<file path="config.mk">
export PLATFORM = sky130hd
export DESIGN_NAME = sm_addsub_pipe
export DESIGN_NICKNAME = d
export VERILOG_FILES = /design/src/rtl/sm_pkg.sv /design/src/rtl/sm_pipe_stage.sv /design/src/rtl/sm_addsub_pipe.sv
export SDC_FILE = /design/constraint.sdc
export NUM_CORES = 1
export LEC_CHECK = 0
export ABC_AREA = 1
export CAP_MARGIN = 5
export CORE_MARGIN = 2
export CORE_UTILIZATION = 59
export CTS_BUF_LIST = sky130_fd_sc_hd__clkbuf_4
export DETAILED_ROUTE_END_ITERATION = 7
export PLACE_DENSITY = 0.84
export SETUP_SLACK_MARGIN = 0.3
export SLEW_MARGIN = 5
export SYNTH_ARGS = -nofsm -noshare
export SYNTH_HDL_FRONTEND = slang
export SYNTH_SLANG_ARGS = --single-unit
</file>
<file path="constraint.sdc">
create_clock -name clk -period 5.7 [get_ports clk]
set_input_delay 0.855 -clock clk [delete_from_list [all_inputs] [get_ports clk]]
set_output_delay 0.855 -clock clk [all_outputs]
set_load 0.05 [all_outputs]
</file>
<file path="src/rtl/sm_pkg.sv">
// Shared types and helpers for the signed-magnitude add/sub datapath.
// Holds the op encoding, the sign-bit offset and zero normalisation.
package sm_pkg;

   typedef enum logic {
      OP_ADD = 1'b0,
      OP_SUB = 1'b1
   } sm_op_e;

   localparam int SM_SIGN_LSB_OFFSET = 1;

   function automatic logic sm_norm(
      input logic sign,
      input logic mag_zero
   );
      return sign & ~mag_zero;
   endfunction

endpackage

</file>
<file path="src/rtl/sm_pipe_stage.sv">
// Generic valid/ready register slice with a combinational ready chain.
// Loads when empty or draining, otherwise holds valid and data.
module sm_pipe_stage #(
   parameter int DW = 8
) (
   input  logic          clk,
   input  logic          rst_n,
   input  logic          up_valid,
   output logic          up_ready,
   input  logic [DW-1:0] up_data,
   output logic          dn_valid,
   input  logic          dn_ready,
   output logic [DW-1:0] dn_data
);

   logic adv;

   assign adv      = !dn_valid || dn_ready;
   assign up_ready = adv;

   // slice register: advance when free, hold while blocked downstream
   always_ff @(posedge clk) begin
      if (!rst_n) begin
         dn_valid <= 1'b0;
         dn_data  <= '0;
      end else if (adv) begin
         dn_valid <= up_valid;
         if (up_valid)
            dn_data <= up_data;
      end
   end

endmodule

</file>
<file path="src/rtl/sm_addsub_pipe.sv">
// Two-stage signed-magnitude add/subtract with valid/ready handshakes.
// Overflow saturates when SM_ADD_SAT_EN is defined, otherwise wraps.
module sm_addsub_pipe
   import sm_pkg::*;
#(
   parameter int WIDTH = 8,
   parameter int TAG_W = 4
) (
   input  logic             clk,
   input  logic             rst_n,
   input  logic             in_valid,
   output logic             in_ready,
   input  logic [WIDTH-1:0] in_a,
   input  logic [WIDTH-1:0] in_b,
   input  sm_op_e           in_op,
   input  logic [TAG_W-1:0] in_tag,
   output logic             out_valid,
   input  logic             out_ready,
   output logic [WIDTH-1:0] out_sum,
   output logic             out_ovf,
   output logic [TAG_W-1:0] out_tag
);

   localparam int M  = WIDTH - 1;
   localparam int SB = WIDTH - SM_SIGN_LSB_OFFSET;

   typedef struct packed {
      logic             sa;
      logic [M-1:0]     ma;
      logic             sb;
      logic [M-1:0]     mb;
      logic [TAG_W-1:0] tag;
      logic             eq_sign;
      logic             a_ge_b;
   } s1_t;

   typedef struct packed {
      logic [WIDTH-1:0] sum;
      logic             ovf;
      logic [TAG_W-1:0] tag;
   } s2_t;

   s1_t  s1_in;
   s1_t  s1_q;
   s2_t  s2_in;
   s2_t  s2_q;
   logic s1_valid;
   logic s2_adv;

   logic [M:0]   add_full;
   logic [M-1:0] diff;
   logic [M-1:0] mag;
   logic         sign;
   logic         ovf;

   // S1 input: fold op into b's sign, drop -0 signs, compare magnitudes
   always_comb begin
      s1_in         = '0;
      s1_in.ma      = in_a[M-1:0];
      s1_in.mb      = in_b[M-1:0];
      s1_in.sa      = sm_norm(in_a[SB], in_a[M-1:0] == '0);
      s1_in.sb      = sm_norm(in_b[SB] ^ (in_op == OP_SUB),
                              in_b[M-1:0] == '0);
      s1_in.tag     = in_tag;
      s1_in.eq_sign = (s1_in.sa == s1_in.sb);
      s1_in.a_ge_b  = (in_a[M-1:0] >= in_b[M-1:0]);
   end

   sm_pipe_stage #(
      .DW($bits(s1_t))
   ) u_s1 (
      .clk      (clk),
      .rst_n    (rst_n),
      .up_valid (in_valid),
      .up_ready (in_ready),
      .up_data  (s1_in),
      .dn_valid (s1_valid),
      .dn_ready (s2_adv),
      .dn_data  (s1_q)
   );

   // S2 input: add or larger-minus-smaller, then overflow handling
   always_comb begin
      add_full = {1'b0, s1_q.ma} + {1'b0, s1_q.mb};
      diff     = s1_q.a_ge_b ? (s1_q.ma - s1_q.mb)
                             : (s1_q.mb - s1_q.ma);
      ovf      = s1_q.eq_sign & add_full[M];
      sign     = (s1_q.eq_sign || s1_q.a_ge_b) ? s1_q.sa : s1_q.sb;
      mag      = s1_q.eq_sign ? add_full[M-1:0] : diff;
`ifdef SM_ADD_SAT_EN
      if (ovf)
         mag = '1;
`endif
      s2_in     = '0;
      s2_in.sum = {sm_norm(sign, mag == '0), mag};
      s2_in.ovf = ovf;
      s2_in.tag = s1_q.tag;
   end

   sm_pipe_stage #(
      .DW($bits(s2_t))
   ) u_s2 (
      .clk      (clk),
      .rst_n    (rst_n),
      .up_valid (s1_valid),
      .up_ready (s2_adv),
      .up_data  (s2_in),
      .dn_valid (out_valid),
      .dn_ready (out_ready),
      .dn_data  (s2_q)
   );

   assign out_sum = s2_q.sum;
   assign out_ovf = s2_q.ovf;
   assign out_tag = s2_q.tag;

endmodule

</file>
sizes.png
Scale bar: 20 µm.
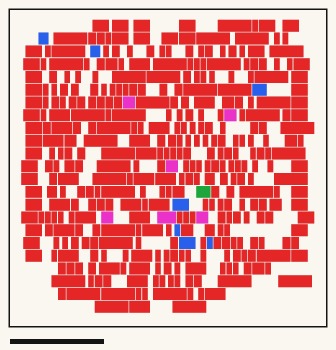
green -> _6 and larger  # cells 1, share 0.27%, most used inv_6
magenta -> _3 and _4 cells  # cells 6, share 1.6%, most used clkbuf_4
red -> _0 and _1 cells  # cells 360, share 96%, most used nand2_1
blue -> _2 cells  # cells 7, share 1.9%

wires.png
Scale bar: 20 µm.
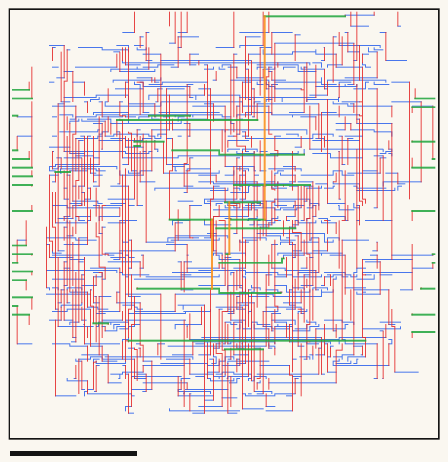
orange -> metal 4  # wire length 51.0 µm
red -> metal 2  # wire length 2330 µm
blue -> metal 1  # wire length 2260 µm
green -> metal 3  # wire length 257 µm
Vias: 2212
Post-Route WL: 4900 µm
WL per Instance: 11.56 µm

==> reports/metrics.cfg <==
[sta]
slew_headroom_pct=37.56
min_period_ns=3.121
slew_viol_final=0
rsz0062_at_grt=false
worst_pin_slew_ns=0.9336
setup_viol=0
period_used_pct=54.76
hold_viol=0
skew_ns=0.01170
totalNegativeSetupSlack_ns=0

[placement]
port_buffers=39
dpl.cell_count=416
place_hpwl_um=3921

[yosys]
top_cells_by_count=nand2_1 (66), inv_1 (48), dfxtp_1 (37), a21oi_1 (34), o21ai_0 (34)
yosysUniqueCellTypes=27
synth_chip_area_um2=2364
yosys_warnings=0
largest_area_cell=dfxtp_1
seq_area_frac_synth_pct=31.34
flop_cell=dfxtp_1
synth.avg_cell_area_um2=6.993
synthArstFlopShare_pct=0
synthTopCellsByArea=dfxtp_1 (31%), ha_1 (14%), nand2_1 (10%), inv_1 (7.6%), a21oi_1 (7.2%)

[final_layout]
final.fill_count=359
inverters=51
flop-count=37
comb_share_pct=48.66
syn2layout_area_growth_pct=18.58
post-route-util_pct=71.61
seq_share_pct=26.43
clock_tree_area_fraction_pct=1.920
buffer_area_share_pct=13.93
stdcell_count=424
layout.comb_gates.multi_input=239
seqCellArea_um2=740.7
final_cell_mix=nand2_1 (66), inv_1 (48), clkdlybuf4s50_1 (39)
drive_gt1_share_pct=3.743

[critical_path]
critPathKind=primary input to output port
endpoint=in_ready
cp.required_ns=4.85
r2r_cells=15
cp.buffers_inverters=3
path_common_cell=clkdlybuf4s50_1
reg2reg_to=u_s2.dn_data[12]
cp_max_fo=3
critPathTopFamily=buffers and inverters
r2r_start=u_s1.dn_data[6]
max_stage_delay_ns=0.81
crit_cells=4
crit_chain=clkdlybuf4s50_1, inv_1, nand3_1, clkdlybuf4s50_1

[job]
cap_violations=0

[floorplan]
taps=50
rows=23
io_pins=40
die_w_um=67.29
chipArea_um2=4528
coreArea_um2=3914

[power]
p_int_uw=401.7
clock_power_uw=135
p_clk_share_pct=21.6
powerComb_uw=200
p_seq_uw=293
ir_drop_uv=121.1
switching_power_uw=225.9
p_per_area_nw_per_um2=223.9

[global_route]
grtUsageMet3_pct=5.333
grt_use_total_pct=24.35
grt_use_met2_pct=42.33
grt_pass1_vias=2040
antenna_found_initial=0

[hold_path]
hold_path.class=register to register
worstHoldStart=u_s2.dn_data[12]
hold_end=u_s2.dn_data[12]
hold_path_depth=2

[routing]
met3WireLength_um=256
antenna_left=0
firstDrtPassIters=4
drt-met1-wl_um=2261

[clocking]
htree_levels=2
cts_resized=0
cts_setup_buffers=0
cts_root_buf=clkbuf_4
cts_buffers=5
clk_path_buf_depth=2
cts_num_sinks=37
clkLatencyLatePin_ns=0.35

[status]
outcome=complete, no violations

[per-stage QoR]
step                      hold slack, ns  power [µW]  setup WS [ns]  area, µm²
after floorplan                   0.4495       441.6          3.514       2364
after global placement            0.4582       491.2          2.592       2749
after detailed placement          0.4715       496.6          2.579       2749
after CTS                         0.4887       628.7          2.572       2803
after global routing              0.4975       672.4          2.516       2803
final                             0.4866       627.6          2.579       2803
[state kept, by name, summed over array words and instances, names as in the netlist]
| name | flops |
|---|---|
| u_s1.dn_data | 22 |
| u_s1.dn_valid | 1 |
| u_s2.dn_data | 13 |
| u_s2.dn_valid | 1 |
[kinds of logic after synthesis]
logic type      synth area share, %
simple gates                  24.41
fa+ha+maj                     16.30
compound gates                16.99
buf+inv                       10.96
flops                         31.34
Power figures rest on the tool's default switching activity, not on a simulated workload.
